<file path="config.mk">
export PLATFORM = sky130hd
export DESIGN_NAME = seg_scan_ctrl
export DESIGN_NICKNAME = d
export VERILOG_FILES = /design/src/rtl/seg_disp_pkg.sv /design/src/rtl/seg_scan_ctrl_tick_div.sv /design/src/rtl/seg_scan_ctrl.sv
export SDC_FILE = /design/constraint.sdc
export NUM_CORES = 1
export LEC_CHECK = 0
export CAP_MARGIN = 40
export CORE_AREA = 4 4 82 84
export CTS_CLUSTER_DIAMETER = 50
export DETAILED_ROUTE_END_ITERATION = 6
export DIE_AREA = 0 0 86 88
export PLACE_DENSITY = 0.76
export SLEW_MARGIN = 20
export SYNTH_ARGS = -nofsm -noshare
export SYNTH_HDL_FRONTEND = slang
export SYNTH_SLANG_ARGS = --single-unit
</file>
<file path="constraint.sdc">
create_clock -name iCLK -period 2.25 [get_ports iCLK]
set_clock_uncertainty 0.05 [all_clocks]
set_input_delay 0.225 -clock iCLK [delete_from_list [all_inputs] [get_ports iCLK]]
set_output_delay 0.225 -clock iCLK [all_outputs]
set_load 0.01 [all_outputs]
</file>
<file path="src/rtl/seg_disp_pkg.sv">
// Shared constants, state type and digit-select decode for the 3-digit
// 7-segment display slice.
package seg_disp_pkg;

    localparam int unsigned N_DIG = 3;

    // Active-low digit selects
    localparam logic [2:0] DIG0_SEL = 3'b110;
    localparam logic [2:0] DIG1_SEL = 3'b101;
    localparam logic [2:0] DIG2_SEL = 3'b011;
    localparam logic [2:0] DIG_OFF  = 3'b111;

    localparam logic [7:0] SEG_OFF  = 8'h00;

    typedef enum logic [1:0] {
        IDLE,
        SHOW,
        BLANK
    } scanState_t;

    // Digit index to active-low select; the unused index 3 maps to all-off
    function automatic logic [2:0] digitSel(input logic [1:0] dig);
        case (dig)
            2'd0:    return DIG0_SEL;
            2'd1:    return DIG1_SEL;
            2'd2:    return DIG2_SEL;
            default: return DIG_OFF;
        endcase
    endfunction

endpackage

</file>
<file path="src/rtl/seg_scan_ctrl_tick_div.sv">
// Free-running divider: counts 0..DIV-1 while enabled and emits a one-cycle
// tick on the last count. Synchronous clear holds the count at zero.
module tick_div #(
    parameter int unsigned DIV = 12000
) (
    input  logic iCLK,
    input  logic iRST_N,
    input  logic iCLR,
    input  logic iEN,
    output logic oTICK
);

    localparam int unsigned   CW   = (DIV > 1) ? $clog2(DIV) : 1;
    localparam logic [CW-1:0] LAST = CW'(DIV - 1);

    logic [CW-1:0] cnt;

    assign oTICK = iEN && (cnt == LAST);

    // Count register: wraps to zero on the tick, cleared by reset or iCLR
    always_ff @(posedge iCLK) begin
        if (!iRST_N || iCLR) begin
            cnt <= '0;
        end else if (iEN) begin
            cnt <= oTICK ? '0 : cnt + CW'(1);
        end
    end

endmodule

</file>
<file path="src/rtl/seg_scan_ctrl.sv">
// Scan controller for the 3-digit 7-segment display. Frames arrive through a
// valid/ready handshake into a shadow buffer and are promoted to the active
// buffer only at a frame boundary, so a frame is never torn across digits.
// Optional macro SEG_BLANK_EN inserts BLANK_CYC all-off cycles after every
// digit slot to suppress ghosting.
module seg_scan_ctrl
    import seg_disp_pkg::*;
#(
    parameter int unsigned TICK_DIV  = 12000,
    parameter int unsigned BLANK_CYC = 16
) (
    input  logic        iCLK,
    input  logic        iRST_N,
    input  logic [23:0] iFRAME,
    input  logic        iFRAME_VLD,
    output logic        oFRAME_RDY,
    output logic [7:0]  seg,
    output logic [2:0]  baza,
    output logic        oFRAME_DONE
);

    if (TICK_DIV < 2 || TICK_DIV > (1 << 20) || BLANK_CYC < 1 || BLANK_CYC > 255) begin : gBadParam
        $error("seg_scan_ctrl: TICK_DIV or BLANK_CYC out of range");
    end

    localparam logic [1:0] LAST_DIG = 2'(N_DIG - 1);

    scanState_t  state, stateNxt;
    logic [1:0]  digit, digitNxt;
    logic [23:0] active, shadow;
    logic        shadowFull;
    logic        accept, promote, boundary;
    logic        tick, cntClr, cntEn;
    logic        doneDly;
    logic [7:0]  segSel;

`ifdef SEG_BLANK_EN
    localparam logic [7:0] BLANK_LAST = 8'(BLANK_CYC - 1);
    logic [7:0] blankCnt, blankCntNxt;
`endif

    assign oFRAME_RDY = !shadowFull;
    assign accept     = iFRAME_VLD && !shadowFull;
    assign cntEn      = (state == SHOW);
    assign cntClr     = (state != SHOW);

    tick_div #(
        .DIV (TICK_DIV)
    ) uSlotDiv (
        .iCLK   (iCLK),
        .iRST_N (iRST_N),
        .iCLR   (cntClr),
        .iEN    (cntEn),
        .oTICK  (tick)
    );

    // Next-state, digit advance, promotion and frame-boundary decode
    always_comb begin
        stateNxt = state;
        digitNxt = digit;
        promote  = 1'b0;
        boundary = 1'b0;
`ifdef SEG_BLANK_EN
        blankCntNxt = blankCnt;
`endif
        case (state)
            IDLE: begin
                if (shadowFull) begin
                    promote  = 1'b1;
                    digitNxt = '0;
                    stateNxt = SHOW;
                end
            end
            SHOW: begin
                if (tick) begin
`ifdef SEG_BLANK_EN
                    stateNxt    = BLANK;
                    blankCntNxt = '0;
`else
                    if (digit == LAST_DIG) begin
                        digitNxt = '0;
                        boundary = 1'b1;
                        promote  = shadowFull;
                    end else begin
                        digitNxt = digit + 2'd1;
                    end
`endif
                end
            end
`ifdef SEG_BLANK_EN
            BLANK: begin
                if (blankCnt == BLANK_LAST) begin
                    stateNxt = SHOW;
                    if (digit == LAST_DIG) begin
                        digitNxt = '0;
                        boundary = 1'b1;
                        promote  = shadowFull;
                    end else begin
                        digitNxt = digit + 2'd1;
                    end
                end else begin
                    blankCntNxt = blankCnt + 8'd1;
                end
            end
`endif
            default: stateNxt = IDLE;
        endcase
    end

    // Segment pattern of the current digit from the active buffer
    always_comb begin
        segSel = SEG_OFF;
        case (digit)
            2'd0:    segSel = active[7:0];
            2'd1:    segSel = active[15:8];
            2'd2:    segSel = active[23:16];
            default: segSel = SEG_OFF;
        endcase
    end

    // State, digit index and the shadow/active double buffer
    always_ff @(posedge iCLK) begin
        if (!iRST_N) begin
            state      <= IDLE;
            digit      <= '0;
            active     <= '0;
            shadow     <= '0;
            shadowFull <= 1'b0;
        end else begin
            state <= stateNxt;
            digit <= digitNxt;
            if (promote) begin
                active <= shadow;
            end
            // accept needs an empty shadow and promote a full one, so they never coincide
            if (accept) begin
                shadow     <= iFRAME;
                shadowFull <= 1'b1;
            end else if (promote) begin
                shadowFull <= 1'b0;
            end
        end
    end

    // Registered display outputs; the done pulse is delayed one extra cycle so it
    // lines up with the first registered digit0 cycle of the new frame
    always_ff @(posedge iCLK) begin
        if (!iRST_N) begin
            seg         <= SEG_OFF;
            baza        <= DIG_OFF;
            doneDly     <= 1'b0;
            oFRAME_DONE <= 1'b0;
        end else begin
            seg         <= (state == SHOW) ? segSel : SEG_OFF;
            baza        <= (state == SHOW) ? digitSel(digit) : DIG_OFF;
            doneDly     <= boundary;
            oFRAME_DONE <= doneDly;
        end
    end

`ifdef SEG_BLANK_EN
    // Blank-interval counter
    always_ff @(posedge iCLK) begin
        if (!iRST_N) begin
            blankCnt <= '0;
        end else begin
            blankCnt <= blankCntNxt;
        end
    end
`endif

endmodule

</file>
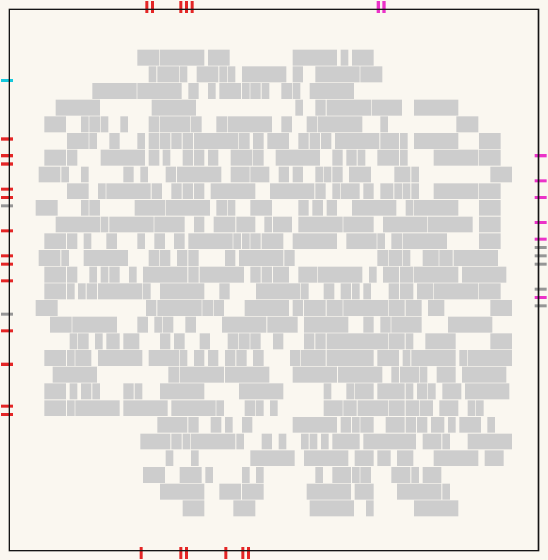
*Pin placement, run 1*
Pins as bars across the die edge, other pins in grey.
| colour | port | pins | direction | edge |
|---|---|---|---|---|
| cyan | iCLK | 1 | input | left |
| red | iFRAME | 24 | input | 13 left, 6 bottom, 5 top |
| magenta | seg | 8 | output | 6 right, 2 top |

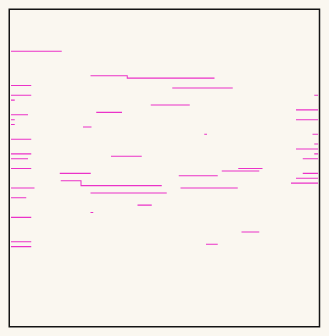
*Metal 3, run 1*
wire length on this layer: 311 µm
main direction: horizontal
nets with wire on the layer: 38
vias after detailed routing: 2,565
met3 Track Usage GR: 0.0536
WL final: 6240 µm

==> results.py, run 1 <==
# Metrics from the implementation run
metrics = {
    "clocking": {
        "cts_root_buffer": "sky130_fd_sc_hd__clkbuf_8",
        "cts_post_setup_buffers_inserted": 0,
        "post_cts_resize_count": 0,
        "clk_transition_reported_paths_ns": 0.07,
        "cts_htree_levels": 3,
        "clock_sinks": 79,
        "clockBufferDepth": 2,
    },
    "finish": {
        "seq-cell-share": 0.423,
        "comb.multi_input.count": 251,
        "clockBufferCount": 15,
        "area_delta_synth_final_pct": 18.1,
        "comb-cell-share": 0.367,
        "layout.cells.most_common": "sky130_fd_sc_hd__dfxtp_1",
        "final_layout_top_logic_cells": "sky130_fd_sc_hd__dfxtp_1 (79), sky130_fd_sc_hd__nand2_1 (60), sky130_fd_sc_hd__a21oi_1 (50), sky130_fd_sc_hd__clkdlybuf4s50_1 (39), sky130_fd_sc_hd__nand3_1 (33)",
        "finalNonFillerCells": 475,
        "nNonClkInverters": 4,
        "fill_cells": 512,
        "sequential_cell_area_um2": 1580,
        "signal_buffers": 51,
    },
    "grt": {
        "grt_start_max_net_pins": 51,
        "wire_length_of_the_first_global_routing_pass_um": 10500,
        "globalRouteTotalUtil": 0.178,
    },
    "floorplan": {
        "floorplan.die.height_um": 88,
        "floorplan.core_util": 0.535,
        "core_area_um2": 5920,
        "die_area_um2": 7570,
        "well_tap_count": 75,
        "count_of_standard_cell_rows": 28,
    },
    "critical_path": {
        "r2r_slack_ns": 0.27,
        "critPathMaxStageDelay_ns": 0.59,
        "worst-setup-path-type": "reg2reg",
        "timing.rr.start": "uSlotDiv.cnt[0]$_SDFFE_PN0P_",
        "path_cells": "ha_1 -> nand4_2 -> or4b_1 -> nand3_1 -> buf_4 -> nor2_1",
        "critPathMaxFanout": 13,
        "critical_path.top_delay_family": "simple AND/OR/NAND/NOR gates",
        "slowest_cell_on_the_critical_path": "sky130_fd_sc_hd__or4b_1",
        "worst-path-stages": 6,
        "kind_of_end_point_of_the_critical_path": "flop",
    },
    "run": {
        "max_cap_viol_count": 0,
    },
    "routing": {
        "route.met2.wl_um": 2920,
        "drtIter0Drc": 164,
        "residual_drc": 0,
        "highest_layer": "met4",
        "drt-vias-per-instance": 5.40,
        "detail_route.wl_per_cell_um": 13.1,
        "detail-route-antenna-nets": 0,
        "dr_wl_met3_um": 310,
    },
    "placement": {
        "dp_cells": 460,
        "place_hpwl_um": 4280,
        "preCtsSetupSlack_ns": 0.288,
        "placed_cell_area_um2": 3570,
    },
    "synthesis": {
        "postSynthAreaPerCell_um2": 8.70,
        "post_synth_edffs": 0,
        "post_synth_num_cell_types": 34,
        "synth-main-ff-cell": "sky130_fd_sc_hd__dfxtp_1",
        "synth_largest_type_area_fraction": 0.499,
        "synth_area_um2": 3170,
        "synthDominantAreaCellType": "sky130_fd_sc_hd__dfxtp_1",
        "synth_dominant_cell_count": "sky130_fd_sc_hd__dfxtp_1",
        "floorplan_nets": 392,
        "ys_async_sr_fraction": 0,
        "seq_area_frac_synth": 0.499,
    },
    "final_timing": {
        "setup-tns-final_ns": 0,
        "grt_setup_unrepaired": "false",
        "finalSetupViolations": 0,
        "drv_slew": 0,
        "holdWs_ns": 0.373,
        "layout_worst_path_cycle_share": 0.880,
        "timing_hold_violations_final": 0,
    },
    "power": {
        "power_frac_seq": 0.559,
        "p_comb_frac": 0.079,
        "total_power_uw": 2620,
        "internal_power_uw": 2020,
        "netSwitchingFraction": 0.228,
        "power.net_switching_uw": 598,
    },
    "run_status": {
        "status": "finished, final reports clean",
    },
    "min_path": {
        "hold_path_class": "in2reg",
        "hold_path_startpoint": "iFRAME[23]",
    },
}
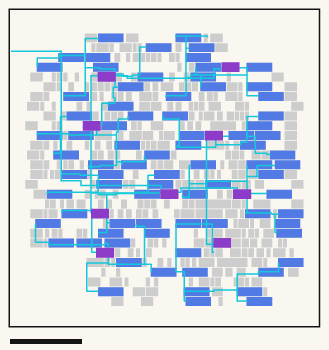
*Clock network drawn from the DEF, run 1*
The bar under the picture is 20 µm long.
[purple] cells driving clock nets | count: 9
[blue] flip-flops | count: 79
[cyan] clock wires | length: 872 µm
flops lie: all over the die
routed clock nets: 10

[run 1: registers in the layout, summed over array words and instances (netlist names)]
name / flops
active: 24
oFRAME_DONE: 1
uSlotDiv.cnt: 14
state: 1
digit: 2
doneDly: 1
baza: 3
shadowFull: 1
seg: 8
shadow: 24
[run 1: cells by family after synthesis]
logic type | share of synthesized area
simple gates | 0.215
compound gates | 0.156
flops | 0.499
buf+inv | 0.0667
xor+xnor | 0.0332
mux | 0.0253
fa+ha+maj | 0.00395
[run 1: power by group through the flow]
stage	sequential [µW]	clock, µW	combinational (µW)
final	1460	946	207
after global routing	1470	1040	233
after CTS	1460	966	210
after detailed placement	1500	0	209
after global placement	1490	0	205
after floorplan	1480	0	143
## Run 2: what changed since run 1
--- a/config.mk
+++ b/config.mk
@@ -10,8 +10,8 @@
 export CTS_CLUSTER_DIAMETER = 50
 export DETAILED_ROUTE_END_ITERATION = 6
 export DIE_AREA = 0 0 86 88
+export GPL_ROUTABILITY_DRIVEN = 1
 export PLACE_DENSITY = 0.76
-export SLEW_MARGIN = 20
 export SYNTH_ARGS = -nofsm -noshare
 export SYNTH_HDL_FRONTEND = slang
 export SYNTH_SLANG_ARGS = --single-unit
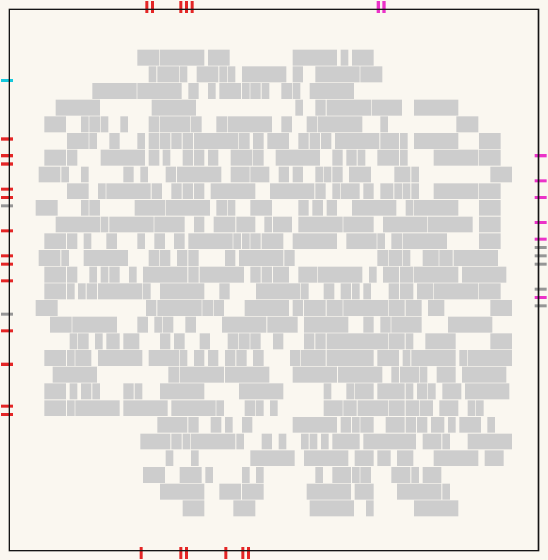
*Pin placement, run 2*
Pins as bars across the die edge, other pins in grey.
| colour | port | pins | direction | edge |
|---|---|---|---|---|
| red | iFRAME | 24 | input | 13 left, 6 bottom, 5 top |
| magenta | seg | 8 | output | 6 right, 2 top |
| cyan | iCLK | 1 | input | left |
all pins by edge: 16 left, 11 right, 7 top, 6 bottom
Chip Height: 88 µm
die width: 86 µm
number of I/O port buffers: 39

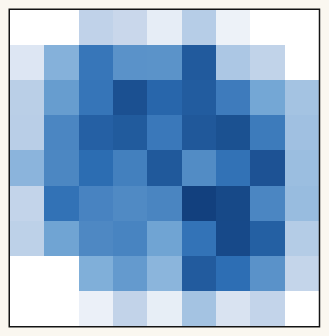
*Cell area per tile, run 2*
The die is cut into 9 by 9 equal tiles; white is low, dark blue is high, 0 to 100% covered.
tiles over 75% full: 21%
fullest tile: 93%
nearly empty tiles: 12%
densest ninth of the die: centre
mean over tiles: 48%

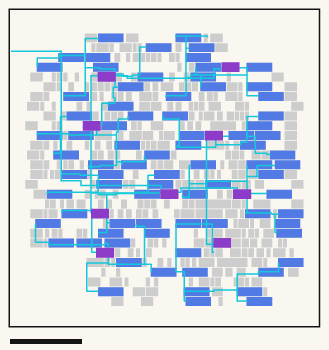
*Clock network drawn from the DEF, run 2*
The bar under the picture is 20 µm long.
[cyan] clock wires | length: 872 µm
[purple] cells driving clock nets | count: 9
[blue] flip-flops | count: 79
flops lie: all over the die
relative contribution of the clock network to total power: 0.361
worst-skew pair later-pin latency: 0.34 ns

==> run 2 against run 1 <==
Effect of this change: total power did not move; register-to-register slack barely moved; sequential power barely moved; critical endpoint unchanged.
==> results.py, run 2 <==
# Metrics from the implementation run
metrics = {
    "clocking": {
        "cts_root_buffer": "sky130_fd_sc_hd__clkbuf_8",
        "clock_sinks": 79,
        "post_cts_resize_count": 0,
        "clockBufferDepth": 2,
        "cts_htree_levels": 3,
        "cts_post_setup_buffers_inserted": 0,
    },
    "run_status": {
        "status": "finished, final reports clean",
    },
    "final_timing": {
        "finalSetupViolations": 0,
        "layout_worst_path_cycle_share": 0.880,
        "grt_setup_unrepaired": "false",
        "holdWs_ns": 0.373,
        "drv_slew": 0,
        "setup-tns-final_ns": 0,
        "timing_hold_violations_final": 0,
    },
    "synthesis": {
        "post_syn_instances": 364,
        "floorplan_nets": 392,
        "post_synth_edffs": 0,
        "synth_largest_type_area_fraction": 0.499,
        "area_leaders": "sky130_fd_sc_hd__dfxtp_1 (50%), sky130_fd_sc_hd__a21oi_1 (7.9%), sky130_fd_sc_hd__nand2_1 (7.1%)",
        "netlist_logic_family_top": "simple AND/OR/NAND/NOR gates",
        "ys_sh_adder": 0.00395,
        "synth-main-ff-cell": "sky130_fd_sc_hd__dfxtp_1",
        "post_synth_num_cell_types": 34,
        "postSynthAreaPerCell_um2": 8.70,
        "synthDominantAreaCellType": "sky130_fd_sc_hd__dfxtp_1",
        "seq_area_frac_synth": 0.499,
        "ys_async_sr_fraction": 0,
        "synth_area_um2": 3170,
        "synth-compound-area-share": 0.156,
        "ys_sh_mux": 0.0253,
        "yosys.area_share.simple": 0.215,
        "synth_dominant_cell_count": "sky130_fd_sc_hd__dfxtp_1",
    },
    "floorplan": {
        "core_area_um2": 5920,
        "floorplan.core_util": 0.535,
        "die_area_um2": 7570,
        "count_of_standard_cell_rows": 28,
        "well_tap_count": 75,
        "ios": 40,
    },
    "power": {
        "vdd_drop_max_mv": 0.406,
        "clock_power_uw": 946,
        "power_frac_seq": 0.559,
        "p_comb_frac": 0.079,
        "internal_power_uw": 2020,
        "power_combinational_uw": 207,
        "power_top_consumer": "registers",
        "netSwitchingFraction": 0.228,
        "power.net_switching_uw": 598,
    },
    "finish": {
        "largest_registers": "active (24), shadow (24), uSlotDiv.cnt (14)",
        "area_delta_synth_final_pct": 18.1,
        "comb.multi_input.count": 251,
        "comb-cell-share": 0.367,
        "seq-cell-share": 0.423,
        "finalNonFillerCells": 475,
        "nNonClkInverters": 4,
        "layout.cells.most_common": "sky130_fd_sc_hd__dfxtp_1",
        "footprint_of_the_multi_input_gates_um2": 1380,
        "fill_cells": 512,
        "clockBufferCount": 15,
        "final_layout_top_logic_cells": "sky130_fd_sc_hd__dfxtp_1 (79), sky130_fd_sc_hd__nand2_1 (60), sky130_fd_sc_hd__a21oi_1 (50), sky130_fd_sc_hd__clkdlybuf4s50_1 (39), sky130_fd_sc_hd__nand3_1 (33)",
        "signal_buffers": 51,
        "sequential_cell_area_um2": 1580,
    },
    "placement": {
        "dp_cells": 460,
        "place_hpwl_um": 4280,
        "placed_cell_area_um2": 3570,
        "preCtsSetupSlack_ns": 0.288,
    },
    "critical_path": {
        "slowest_cell_on_the_critical_path": "sky130_fd_sc_hd__or4b_1",
        "critical_path.top_delay_family": "simple AND/OR/NAND/NOR gates",
        "path_cells": "ha_1 -> nand4_2 -> or4b_1 -> nand3_1 -> buf_4 -> nor2_1",
        "worst-setup-path-type": "reg2reg",
        "kind_of_end_point_of_the_critical_path": "flop",
        "critPathMaxFanout": 13,
        "critPathMaxStageDelay_ns": 0.59,
    },
    "routing": {
        "vias": 2565,
        "drtIter0Drc": 164,
        "route.met2.wl_um": 2920,
        "residual_drc": 0,
        "highest_layer": "met4",
        "wirelength_um": 6240,
        "dr_wl_met3_um": 310,
        "detail-route-antenna-nets": 0,
        "drt-vias-per-instance": 5.40,
        "detail_route.wl_per_cell_um": 13.1,
    },
    "grt": {
        "global_route.usage.met3": 0.0536,
        "globalRouteTotalUtil": 0.178,
        "wire_length_of_the_first_global_routing_pass_um": 10500,
        "grt_start_max_net_pins": 51,
        "grt_util_met2": 0.275,
        "antenna_found_initial": 0,
    },
    "min_path": {
        "hold_path_class": "in2reg",
    },
    "run": {
        "max_cap_viol_count": 0,
    },
}
## run 2: cell counts after synthesis
No cell type changed its count.
## run 2: path summary, 6_finish.rpt
kind | cells after the start | end | from | slack [ns]
setup / recovery | 6 | uSlotDiv.cnt[6]$_SDFFE_PN0P_ | uSlotDiv.cnt[0]$_SDFFE_PN0P_ | 0.27
hold / removal | 3 | shadow[23]$_SDFFE_PN0P_ | iFRAME[23] | 0.37
setup reg to reg | 6 | uSlotDiv.cnt[6]$_SDFFE_PN0P_ | uSlotDiv.cnt[0]$_SDFFE_PN0P_ | 0.27
hold reg to reg | 1 | oFRAME_DONE$_SDFF_PN0_ | doneDly$_SDFF_PN0_ | 0.38
No activity file was given, so power comes from the tool's default toggle rates.
